===== src/rtl/simple_rr_packet_arbiter_pkg.sv =====
// -----------------------------------------------------------------------------
// simple_rr_packet_arbiter_pkg
// Shared constants and helpers for the round-robin packet arbiter.
//   DEFAULT_N  : default number of requesters.
//   idx_width  : index width for N requesters (clog2, never below 1).
// The index type itself depends on N, so each user declares it locally as
//   typedef logic [idx_width(N)-1:0] idx_t;
// -----------------------------------------------------------------------------
package simple_rr_packet_arbiter_pkg;

  localparam int DEFAULT_N = 8;

  // Width of a requester index; a 1-bit index is kept even for tiny N.
  function automatic int idx_width(input int n);
    int w;
    if (n <= 2) begin
      w = 1;
    end else begin
      w = $clog2(n);
    end
    return w;
  endfunction

endpackage


===== src/rtl/simple_rr_packet_arbiter_picker.sv =====
// -----------------------------------------------------------------------------
// rr_priority_picker
// Combinational round-robin pick: finds the first set bit of req at or after
// index start, wrapping modulo N.
// Ports:
//   req        in  N   request vector
//   start      in  IW  index where the search begins (highest priority)
//   winner     out N   one-hot winner, zero when req is zero
//   winner_idx out IW  index of the winner, zero when req is zero
//   valid      out 1   high when any request is present
// The wrap is handled by searching the doubled vector {req, req} with every
// bit below start masked off; a hit in the upper copy maps back by -N.
// -----------------------------------------------------------------------------
module rr_priority_picker
  import simple_rr_packet_arbiter_pkg::*;
#(
  parameter int N  = DEFAULT_N,
  parameter int IW = idx_width(N)
) (
  input  logic [N-1:0]  req,
  input  logic [IW-1:0] start,
  output logic [N-1:0]  winner,
  output logic [IW-1:0] winner_idx,
  output logic          valid
);

  logic [2*N-1:0] dbl;
  logic [2*N-1:0] mask;
  logic [2*N-1:0] masked;

  // Masked double-width priority encoder.
  always_comb begin
    dbl        = {req, req};
    mask       = '0;
    valid      = 1'b0;
    winner_idx = '0;
    winner     = '0;
    for (int j = 0; j < 2*N; j++) begin
      mask[j] = (j >= int'(start));
    end
    masked = dbl & mask;
    for (int j = 0; j < 2*N; j++) begin
      if (masked[j] && !valid) begin
        valid      = 1'b1;
        winner_idx = (j >= N) ? IW'(j - N) : IW'(j);
      end else begin
        valid      = valid;
      end
    end
    if (valid) begin
      winner[winner_idx] = 1'b1;
    end else begin
      winner = '0;
    end
  end

endmodule


===== src/rtl/simple_rr_packet_arbiter.sv =====
// -----------------------------------------------------------------------------
// simple_rr_packet_arbiter
// N-requester round-robin arbiter with packet locking. A granted requester
// keeps the grant until the beat flagged by req_is_last; priority then rotates
// past it. If a locked owner drops its request, the cycle is arbitrated as if
// unlocked.
// Ports:
//   clk          in  1  rising-edge clock
//   rst          in  1  synchronous active-high reset
//   req          in  N  per-requester request
//   req_is_last  in  N  last-beat flag, only meaningful for the granted bit
//   grants       out N  one-hot-or-zero grant, combinational (same-cycle)
// Optional build macro SIMPLE_RR_PACKET_ARBITER_ASSERT_EN compiles in the
// simple_rr_packet_arbiter_checker module (concurrent assertions).
// -----------------------------------------------------------------------------
module simple_rr_packet_arbiter
  import simple_rr_packet_arbiter_pkg::*;
#(
  parameter int N = DEFAULT_N
) (
  input  logic         clk,
  input  logic         rst,
  input  logic [N-1:0] req,
  input  logic [N-1:0] req_is_last,
  output logic [N-1:0] grants
);

  localparam int IW = idx_width(N);
  typedef logic [IW-1:0] idx_t;
  localparam idx_t LAST_INIT = idx_t'(N - 1);

  logic         locked;
  idx_t         owner;
  idx_t         last;
  idx_t         start;
  idx_t         gidx;
  idx_t         pick_idx;
  logic [N-1:0] pick_winner;
  logic         pick_valid;
  logic [N-1:0] owner_hot;

  // Search begins one past the most recently completed owner.
  always_comb begin
    if (last == LAST_INIT) begin
      start = '0;
    end else begin
      start = idx_t'(last + idx_t'(1));
    end
  end

  rr_priority_picker #(
    .N  (N),
    .IW (IW)
  ) u_picker (
    .req        (req),
    .start      (start),
    .winner     (pick_winner),
    .winner_idx (pick_idx),
    .valid      (pick_valid)
  );

  // Grant mux: a live lock wins, otherwise the round-robin pick.
  always_comb begin
    owner_hot        = '0;
    owner_hot[owner] = 1'b1;
    grants           = '0;
    gidx             = '0;
    if (rst) begin
      grants = '0;
      gidx   = '0;
    end else if (locked && req[owner]) begin
      grants = owner_hot;
      gidx   = owner;
    end else if (pick_valid) begin
      grants = pick_winner;
      gidx   = pick_idx;
    end else begin
      grants = '0;
      gidx   = '0;
    end
  end

  // Lock, owner and rotation state update.
  always_ff @(posedge clk) begin
    if (rst) begin
      locked <= 1'b0;
      owner  <= '0;
      last   <= LAST_INIT;
    end else if (|grants) begin
      if (req_is_last[gidx]) begin
        locked <= 1'b0;
        last   <= gidx;
      end else begin
        locked <= 1'b1;
        owner  <= gidx;
      end
    end else begin
      locked <= 1'b0;
    end
  end

`ifdef SIMPLE_RR_PACKET_ARBITER_ASSERT_EN
  simple_rr_packet_arbiter_checker #(
    .N  (N),
    .IW (IW)
  ) u_checker (
    .clk         (clk),
    .rst         (rst),
    .req         (req),
    .req_is_last (req_is_last),
    .grants      (grants),
    .locked      (locked),
    .last        (last)
  );
`endif

endmodule

`ifdef SIMPLE_RR_PACKET_ARBITER_ASSERT_EN
// -----------------------------------------------------------------------------
// simple_rr_packet_arbiter_checker
// Concurrent properties of the arbiter, all disabled while rst is high.
// -----------------------------------------------------------------------------
module simple_rr_packet_arbiter_checker #(
  parameter int N  = 8,
  parameter int IW = 3
) (
  input logic          clk,
  input logic          rst,
  input logic [N-1:0]  req,
  input logic [N-1:0]  req_is_last,
  input logic [N-1:0]  grants,
  input logic          locked,
  input logic [IW-1:0] last
);

  a_onehot0 : assert property (@(posedge clk) disable iff (rst) $onehot0(grants));
  a_subset  : assert property (@(posedge clk) disable iff (rst) (grants & ~req) == '0);

  for (genvar i = 0; i < N; i++) begin : g_bit
    a_hold : assert property (@(posedge clk) disable iff (rst)
      (grants[i] && !req_is_last[i]) |=> (!req[i] || grants[i]));
    a_rotate : assert property (@(posedge clk) disable iff (rst)
      (grants[i] && req_is_last[i]) |=> (!locked && last == IW'(i)));
  end

endmodule
`endif


===== config.mk =====
export PLATFORM = sky130hd
export DESIGN_NAME = simple_rr_packet_arbiter
export DESIGN_NICKNAME = d
export VERILOG_FILES = /design/src/rtl/simple_rr_packet_arbiter_pkg.sv /design/src/rtl/simple_rr_packet_arbiter_picker.sv /design/src/rtl/simple_rr_packet_arbiter.sv
export SDC_FILE = /design/constraint.sdc
export NUM_CORES = 1
export LEC_CHECK = 0
export CAP_MARGIN = 5
export CORE_ASPECT_RATIO = 0.9
export CORE_MARGIN = 2
export CORE_UTILIZATION = 58
export CTS_BUF_LIST = sky130_fd_sc_hd__clkbuf_4 sky130_fd_sc_hd__clkbuf_8
export DETAILED_ROUTE_END_ITERATION = 8
export GPL_TIMING_DRIVEN = 0
export PLACE_DENSITY = 0.88
export SLEW_MARGIN = 15
export SYNTH_ARGS = -nofsm -noshare
export SYNTH_HDL_FRONTEND = slang
export SYNTH_HIERARCHICAL = 1
export SYNTH_SLANG_ARGS = --single-unit

===== constraint.sdc =====
create_clock -name clk -period 6.77 [get_ports clk]
set_input_delay 1.354 -clock clk [delete_from_list [all_inputs] [get_ports clk]]
set_output_delay 1.354 -clock clk [all_outputs]
set_load 0.02 [all_outputs]

Signal wires on met1:
The bar under the picture is 20 um long. Supply wires on this layer in grey.
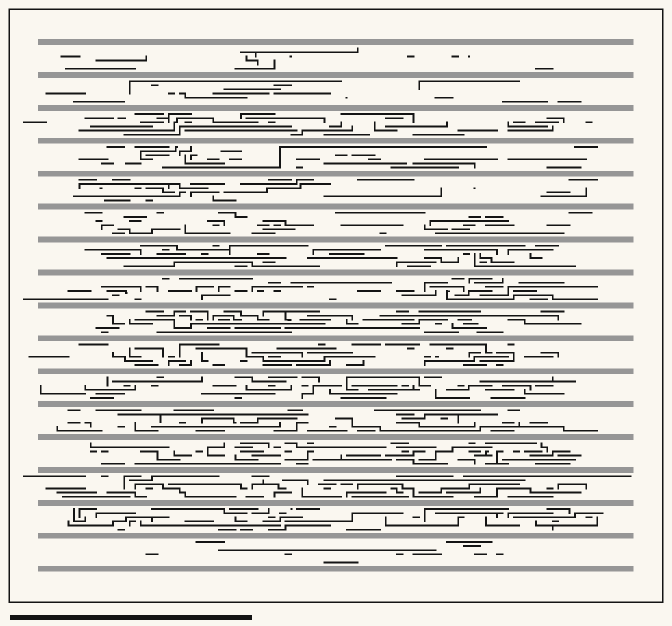
- longest straight run: 17.9 um
- share of all routed wire: 41%
- nets with wire on the layer: 203

Metal 2:
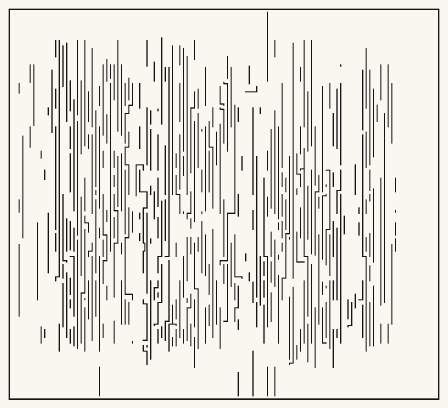
- main direction: vertical
- share of all routed wire: 49%
- nets with wire on the layer: 193
- wire length on this layer: 1,880 um

Metal 3:
The bar under the picture is 20 um long. Cells faint in the background.
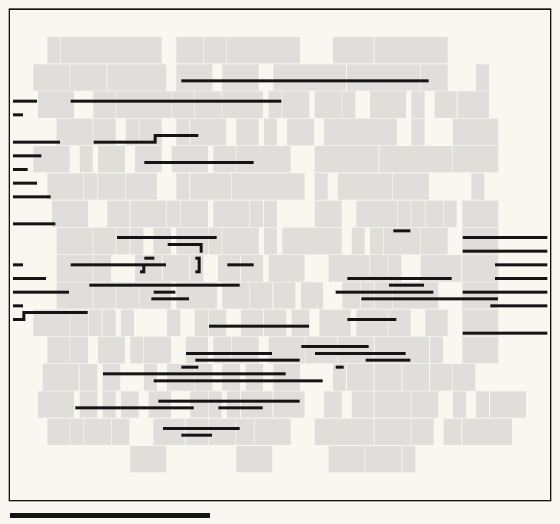
- longest straight run: 24.4 um
- wire length on this layer: 366 um
- main direction: horizontal
- nets with wire on the layer: 50
- share of all routed wire: 9.6%

Gate-type map:
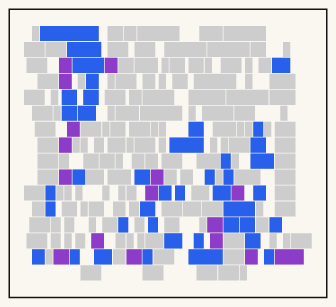
- AND and OR gates: purple (cells 16; most used and3_1)
- inverting AOI/OAI gates: blue (cells 41; where widely spread)

Clock nets:
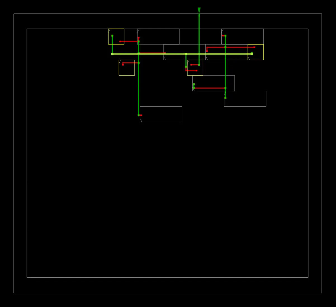
Flops: 7
final setup skew: 0.938 ps
Clk. pwr: 0.0426 mW
later-pin clock latency in the skew report: 250 ps

==> flow_summary.toml <==
# flow metrics
[global_routing]
grt_use_total = 0.312
grt_pass1_vias = 1407

[setup_path]
worstSetupPathType = "in2out"
end_kind = "primary output"
crit_chain = "clkdlybuf4s50_1 > and4b_4 > o2111a_2 > a311oi_2 > a21oi_2 > nor3b_1 > and3_1 > a31oi_1 > nor2_1 > clkdlybuf4s50_1"
reg2reg_to = "last[2]$_SDFFE_PP1P_"
startpoint_type = "input pin"
cp.required_ps = 5420
slowest_delay_ps = 620
worstReg2RegStart = "last[0]$_SDFFE_PP1P_"

[job]
maxCapViolations = 0
warnings = 26

[place]
hpwl_um = 2990

[pwr]
vdd_drop_max_mv = 0.387
leakagePower_nw = 0.637
pwr-share-comb = 0.843

[route]
routed_wl_um = 3800
vias_per_cell = 6.64

[clock_tree]
post_cts_buffers = 0
cts_buffers = 3
hold_buffers = 0
cts-root-buf = "clkbuf_4"

[yosys]
flop_cell = "dfxtp_1"
yosysWarnings = 6
synth_nets = 192
synth-edff-count = 0
synth_cell_types = 59
ys_sh_mux = 0.142
ys_sh_xor = 0

[worst_hold_path]
hp-class = "reg2reg"
hp-start = "last[1]$_SDFFE_PP1P_"

[layout]
logic_area_um2 = 1080
lay_top_cells = "25 x clkdlybuf4s50_1, 19 x nor2_1, 14 x nand2_1"
syn2layout_area_growth_pct = 24.2

[sta]
fin_tns_setup_ps = 0
period_used_share = 0.824
relSlewSlack = 0.645
drv_slew = 0
tightest_slew_ps = 533

[die]
die_w_um = 53.9
fp_util = 0.606
dieArea_um2 = 2630

[run_status]
status = "finished, final reports clean"
[power groups by stage]
stage	sequential (mW)	clock, mW	combinational (mW)
2_1_floorplan	0.0705	0	0.473
3_3_place_gp	0.0731	0	0.594
3_5_place_dp	0.0740	0	0.612
4_1_cts	0.0736	0.0438	0.614
5_1_grt	0.0757	0.0479	0.675
6_report	0.0738	0.0426	0.623
[metal layers]
metal	wire length, um	track usage	up-vias
li1	-	-	713
met1	1550	0.401	704
met2	1880	0.506	92
met3	365	0.0828	4
met4	11	0.0769	0
met5	0	0	-
[cell families (layout without fill, tap and decap cells)]
kind of cell,count (synthesis),after routing
AOI/OAI and AO/OA,52,52
adders and majority gates,2,2
buffers and inverters,15,44
DFF,7,7
muxes,17,17
and+or+nand+nor,79,79
[area by class of cell]
type,instances,area share
tap,27,0.0209
timing repair buffer,25,0.155
sequential,7,0.0869
buffer,7,0.0279
multi-input combinational,150,0.672
clock buffer,4,0.0186
inverter,8,0.0186
[worst register-to-register path: cells and delay by family (launching register included)]
kind	cells	cell delay, ps
flops	1	330
fa+ha+maj	2	370
mux	2	540
compound gates	5	1120
simple gates	7	1430
[sequential cells by signal, summed over array words and instances, names as in the netlist]
name,count
last,3
owner,3
locked,1
[worst max-delay path by stage]
stage           start         to  slack [ps]  cells after the start
2_1_floorplan  req[3]  grants[5]        2430                      8
3_3_place_gp   req[1]  grants[5]        1330                     10
3_5_place_dp   req[7]  grants[2]        1240                     10
4_1_cts        req[7]  grants[2]        1220                     10
5_1_grt        req[7]  grants[3]         990                     10
6_report       req[7]  grants[2]        1190                     10
[metrics by stage]
step	util	instances	setup WS, ps	hold slack, ps
2_1_floorplan	-	172	2430	491
3_3_place_gp	0.739	224	1330	513
3_5_place_dp	0.739	224	1240	524
4_1_cts	0.753	228	1220	533
5_1_grt	0.753	228	993	568
6_report	0.753	228	1190	530
[synthesized netlist by cell type, drive strengths merged (3+ instances only)]
library cell / n / area [um^2]
a21oi: 7 / 38.8
and3: 4 / 25.0
nand2b: 5 / 31.3
or2: 4 / 25.0
mux2: 5 / 63.8
a21o: 3 / 22.5
a31oi: 3 / 18.8
buf: 3 / 30.0
clkbuf: 4 / 15.0
mux2i: 12 / 120
nor2b: 6 / 40.0
a211oi: 6 / 45.0
nand2: 14 / 52.6
o21ai: 9 / 60.1
inv: 8 / 30.0
dfxtp: 7 / 140
o22ai: 3 / 18.8
nand3: 8 / 40.0
nor2: 20 / 77.6
Power and IR drop assume default switching activity.
